Cell placement:
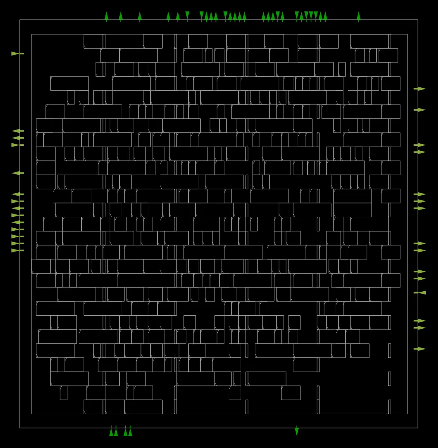
Pin placement:
Scale bar: 20 µm. Pins as bars across the die edge, other pins in grey.
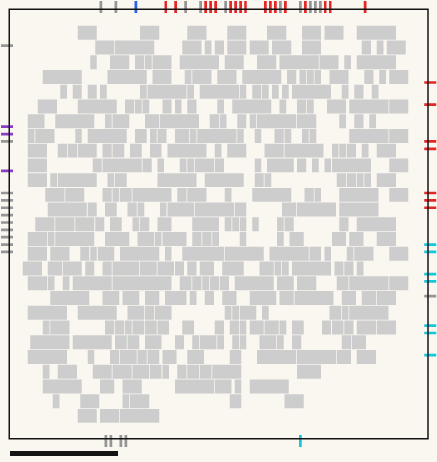
Signal wires by layer:
Scale bar: 20 µm.
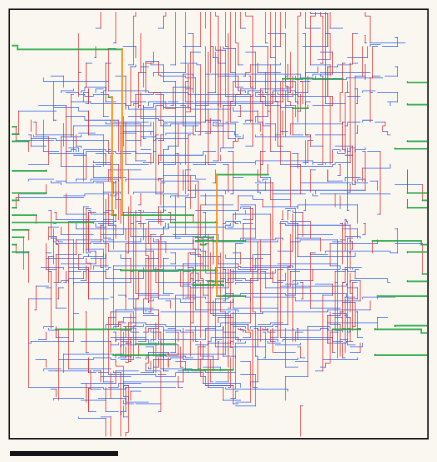
Cell sizes after repair:
Scale bar: 20 µm.
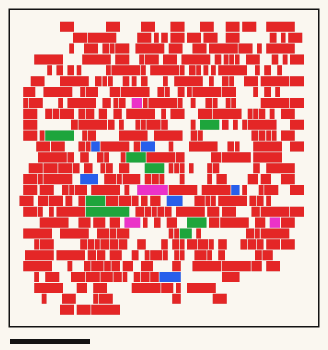
===== src/rtl/pico_prog_loader.sv =====
// Byte-stream program loader for PICO_MIPS: packs MSB-first 24-bit words into imem and holds the core in reset until a load completes.
// Optional trailing XOR checksum byte when PROG_LOADER_CSUM_EN is defined.
module pico_prog_loader #(
  parameter int ADDR_W  = 8,
  parameter int INSTR_W = 24,
  parameter int DEPTH   = 256
) (
  input  logic               clk,
  input  logic               rst,
  input  logic               load_start,
  input  logic [8:0]         load_len,
  input  logic               in_valid,
  input  logic [7:0]         in_data,
  output logic               in_ready,
  output logic               imem_we,
  output logic [ADDR_W-1:0]  imem_addr,
  output logic [INSTR_W-1:0] imem_wdata,
  output logic               busy,
  output logic               done,
  output logic               len_err,
`ifdef PROG_LOADER_CSUM_EN
  output logic               csum_err,
`endif
  output logic               cpu_hold,
  output logic [2:0]         dbg_state
);

  // Byte handshake: a byte moves on a posedge where in_valid && in_ready;
  // in_ready is high only in the byte-collecting states and never depends on in_valid.
  typedef enum logic [2:0] {
    IDLE = 3'd0,
    B0   = 3'd1,
    B1   = 3'd2,
    B2   = 3'd3,
    WR   = 3'd4,
`ifdef PROG_LOADER_CSUM_EN
    CS   = 3'd6,
`endif
    FIN  = 3'd5
  } state_t;

  state_t               state_q, state_d;
  logic [ADDR_W-1:0]    addr_q, addr_d;
  logic [INSTR_W-1:0]   wdata_q, wdata_d;
  logic [8:0]           len_q, len_d;
  logic [8:0]           cnt_q, cnt_d;
  logic                 busy_q, busy_d;
  logic                 hold_q, hold_d;
  logic                 len_err_q, len_err_d;
`ifdef PROG_LOADER_CSUM_EN
  logic [7:0]           csum_q, csum_d;
  logic                 csum_err_q, csum_err_d;
`endif
  logic                 xfer;

  always_ff @(posedge clk) begin
    if (rst) begin
      state_q    <= IDLE;
      addr_q     <= '0;
      wdata_q    <= '0;
      len_q      <= '0;
      cnt_q      <= '0;
      busy_q     <= 1'b0;
      hold_q     <= 1'b1;
      len_err_q  <= 1'b0;
`ifdef PROG_LOADER_CSUM_EN
      csum_q     <= '0;
      csum_err_q <= 1'b0;
`endif
    end else begin
      state_q    <= state_d;
      addr_q     <= addr_d;
      wdata_q    <= wdata_d;
      len_q      <= len_d;
      cnt_q      <= cnt_d;
      busy_q     <= busy_d;
      hold_q     <= hold_d;
      len_err_q  <= len_err_d;
`ifdef PROG_LOADER_CSUM_EN
      csum_q     <= csum_d;
      csum_err_q <= csum_err_d;
`endif
    end
  end

  always_comb begin
    state_d   = state_q;
    addr_d    = addr_q;
    wdata_d   = wdata_q;
    len_d     = len_q;
    cnt_d     = cnt_q;
    busy_d    = busy_q;
    hold_d    = hold_q;
    len_err_d = 1'b0;
`ifdef PROG_LOADER_CSUM_EN
    csum_d     = csum_q;
    csum_err_d = 1'b0;
`endif
    unique case (state_q)
      IDLE: begin
        if (load_start) begin
          if (load_len == 9'd0 || load_len > 9'(DEPTH)) begin
            len_err_d = 1'b1;
          end else begin
            len_d   = load_len;
            addr_d  = '0;
            cnt_d   = '0;
            busy_d  = 1'b1;
            hold_d  = 1'b1;
`ifdef PROG_LOADER_CSUM_EN
            csum_d  = '0;
`endif
            state_d = B0;
          end
        end
      end
      B0: if (xfer) begin
        wdata_d[INSTR_W-1 -: 8] = in_data;
`ifdef PROG_LOADER_CSUM_EN
        csum_d = csum_q ^ in_data;
`endif
        state_d = B1;
      end
      B1: if (xfer) begin
        wdata_d[15:8] = in_data;
`ifdef PROG_LOADER_CSUM_EN
        csum_d = csum_q ^ in_data;
`endif
        state_d = B2;
      end
      B2: if (xfer) begin
        wdata_d[7:0] = in_data;
`ifdef PROG_LOADER_CSUM_EN
        csum_d = csum_q ^ in_data;
`endif
        state_d = WR;
      end
      WR: begin
        cnt_d = cnt_q + 9'd1;
        if (cnt_d == len_q) begin
`ifdef PROG_LOADER_CSUM_EN
          state_d = CS;
`else
          state_d = FIN;
`endif
        end else begin
          addr_d  = addr_q + 1'b1;
          state_d = B0;
        end
      end
`ifdef PROG_LOADER_CSUM_EN
      CS: if (xfer) begin
        if (in_data == csum_q) begin
          state_d = FIN;
        end else begin
          // Bad image: keep the core held so it never runs a corrupt program.
          csum_err_d = 1'b1;
          busy_d     = 1'b0;
          state_d    = IDLE;
        end
      end
`endif
      FIN: begin
        busy_d  = 1'b0;
        hold_d  = 1'b0;
        state_d = IDLE;
      end
      default: state_d = IDLE;
    endcase
  end

`ifdef PROG_LOADER_CSUM_EN
  assign in_ready = (state_q == B0) || (state_q == B1) || (state_q == B2) || (state_q == CS);
  assign csum_err = csum_err_q;
`else
  assign in_ready = (state_q == B0) || (state_q == B1) || (state_q == B2);
`endif
  assign xfer       = in_valid && in_ready;
  assign imem_we    = (state_q == WR);
  assign imem_addr  = addr_q;
  assign imem_wdata = wdata_q;
  assign busy       = busy_q;
  assign done       = (state_q == FIN);
  assign len_err    = len_err_q;
  assign cpu_hold   = hold_q;
  assign dbg_state  = state_q;

endmodule


===== config.mk =====
export PLATFORM = sky130hd
export DESIGN_NAME = pico_prog_loader
export DESIGN_NICKNAME = d
export VERILOG_FILES = /design/src/rtl/pico_prog_loader.sv
export SDC_FILE = /design/constraint.sdc
export NUM_CORES = 1
export LEC_CHECK = 0
export CAP_MARGIN = 30
export CORE_AREA = 2 2 75 77
export CTS_BUF_LIST = sky130_fd_sc_hd__clkbuf_4 sky130_fd_sc_hd__clkbuf_8 sky130_fd_sc_hd__clkbuf_16
export CTS_CLUSTER_DIAMETER = 40
export DETAILED_ROUTE_END_ITERATION = 8
export DIE_AREA = 0 0 77 79
export PLACE_DENSITY_LB_ADDON = 0.25
export SKIP_LAST_GASP = 1
export SYNTH_ARGS = -nofsm -noshare
export SYNTH_HDL_FRONTEND = slang
export SYNTH_SLANG_ARGS = --single-unit

===== constraint.sdc =====
create_clock -name clk -period 5.55 [get_ports clk]
set_input_delay 0.555 -clock clk [delete_from_list [all_inputs] [get_ports clk]]
set_output_delay 0.555 -clock clk [all_outputs]
set_load 0.02 [all_outputs]

==> results.json <==
{
  "outcome": "finished, final reports clean",
  "slowest_delay_ps": 630,
  "yosysMostFrequentCell": "nand2_1",
  "endpoint_kind": "register",
  "avgSynthCellArea_um2": 8.117,
  "crit_path_end": "imem_addr[7]",
  "slew_violations": 0,
  "p_int_mw": 0.6152,
  "lay_top_count": "nand2_1",
  "yosys.area_share.adder_pct": 0.9574,
  "yosys.stat.chipArea_mm2": 0.002614,
  "min_path_cells": 2,
  "finalNetCount": 396,
  "top_logic_kind": "simple AND/OR/NAND/NOR gates",
  "syn_inst": 322,
  "r2r_slack_ps": 2850,
  "worstSetupPathType": "input port to register",
  "final_cells": 446,
  "wl_met2_mm": 2.934,
  "fp.dieW_um": 77,
  "area.growth.synth_to_final_pct": 27.76,
  "yosysTopAreaCell": "dfxtp_1",
  "seq_power_mw": 0.431,
  "largest_class": "combinational gates",
  "drv_cap": 0,
  "grt_usage_pct": 20.15,
  "post_cts_resized": 0,
  "top_layer_used": "met4",
  "path_depth": 7,
  "antenna_found_initial": 0,
  "seq_area_mm2": 0.001121,
  "p_clk_mw": 0.271,
  "num_vias": 2438,
  "wl_met1_mm": 2.715,
  "setup_ws_ps": 2656,
  "vdd_drop_max_mv": 0.1486,
  "worstPathMaxFanout": 14,
  "vias_per_cell": 5.466,
  "synth.area.mux_share_pct": 3.830,
  "clkLatencyLatePin_ps": 310,
  "powerDensity_mw_per_mm2": 247.9,
  "r2r_cells": 6,
  "ys_seq_share_pct": 42.89,
  "critPathLaunchType": "input port",
  "grt_pass1_vias": 2241,
  "rows": 27,
  "crit-reg2reg-launch": "dbg_state[1]",
  "pre_cts_ws_ps": 2373,
  "comb-power_mw": 0.126,
  "path_buffers": 1,
  "well_tap_count": 72,
  "grt_use_met3_pct": 4.318,
  "async_reset_ff_share_pct": 0,
  "holdWs_ps": 457.6,
  "drive_gt1_share_pct": 4.813,
  "dr.pass1.iters": 5,
  "cts_root_buf": "clkbuf_8",
  "clock_buffers": 6,
  "rsz0062_at_grt": "no",
  "ctsHtreeMaxLevel": 2,
  "setup-violations-final": 0,
  "dieHeight_um": 79,
  "min-delay-start": "imem_wdata[13]",
  "n_all_buffers": 62,
  "syn-num-nets": 345,
  "fin_area_mm2": 0.003339,
  "min_to": "imem_wdata[13]",
  "ant_nets": 0,
  "synth_cell_types": 52,
  "ys_warn_count": 0,
  "clkPwrFrac_pct": 32.7,
  "hpwlAfterDp_mm": 4.312,
  "setup-tns-final_ps": 0,
  "top_cells_by_area": "dfxtp_1 (43%), nand2_1 (9.2%), a21oi_1 (6.5%)",
  "fin_crit_sh_pct": 52.14,
  "power.group.top": "sequential cells",
  "openroad.warnings": 26,
  "grt_max_degree": 51,
  "slowest_stage": "a31oi_2",
  "largest_reg_flops": 24,
  "top_cell_area_share_pct": 42.89
}
-- 'cell placement' (at the start) --
Flop Count: 56
register share of the cell area: 33.57%
Core Util, Final: 62.56%
Layout fillers: 509

-- 'pin placement' (at the start) --
port	colour	pins	direction	edge
imem_wdata	red	24	output	17 top, 7 right
imem_addr	cyan	8	output	7 right, 1 bottom
dbg_state	purple	3	output	left
busy	blue	1	output	top
all pins by edge	28 top, 15 right, 14 left, 5 bottom

-- 'signal wires by layer' (at the start) --
layer	colour	wire length
M3	green	280 µm
M2	red	2930 µm
M4	orange	74.8 µm
M1	blue	2720 µm

-- 'cell sizes after repair' (at the start) --
size	colour	cells	share
x6 and larger	green	8	2.1%
x2	blue	6	1.6%
x3 and x4	magenta	4	1.1%
x1 and smaller	red	356	95%

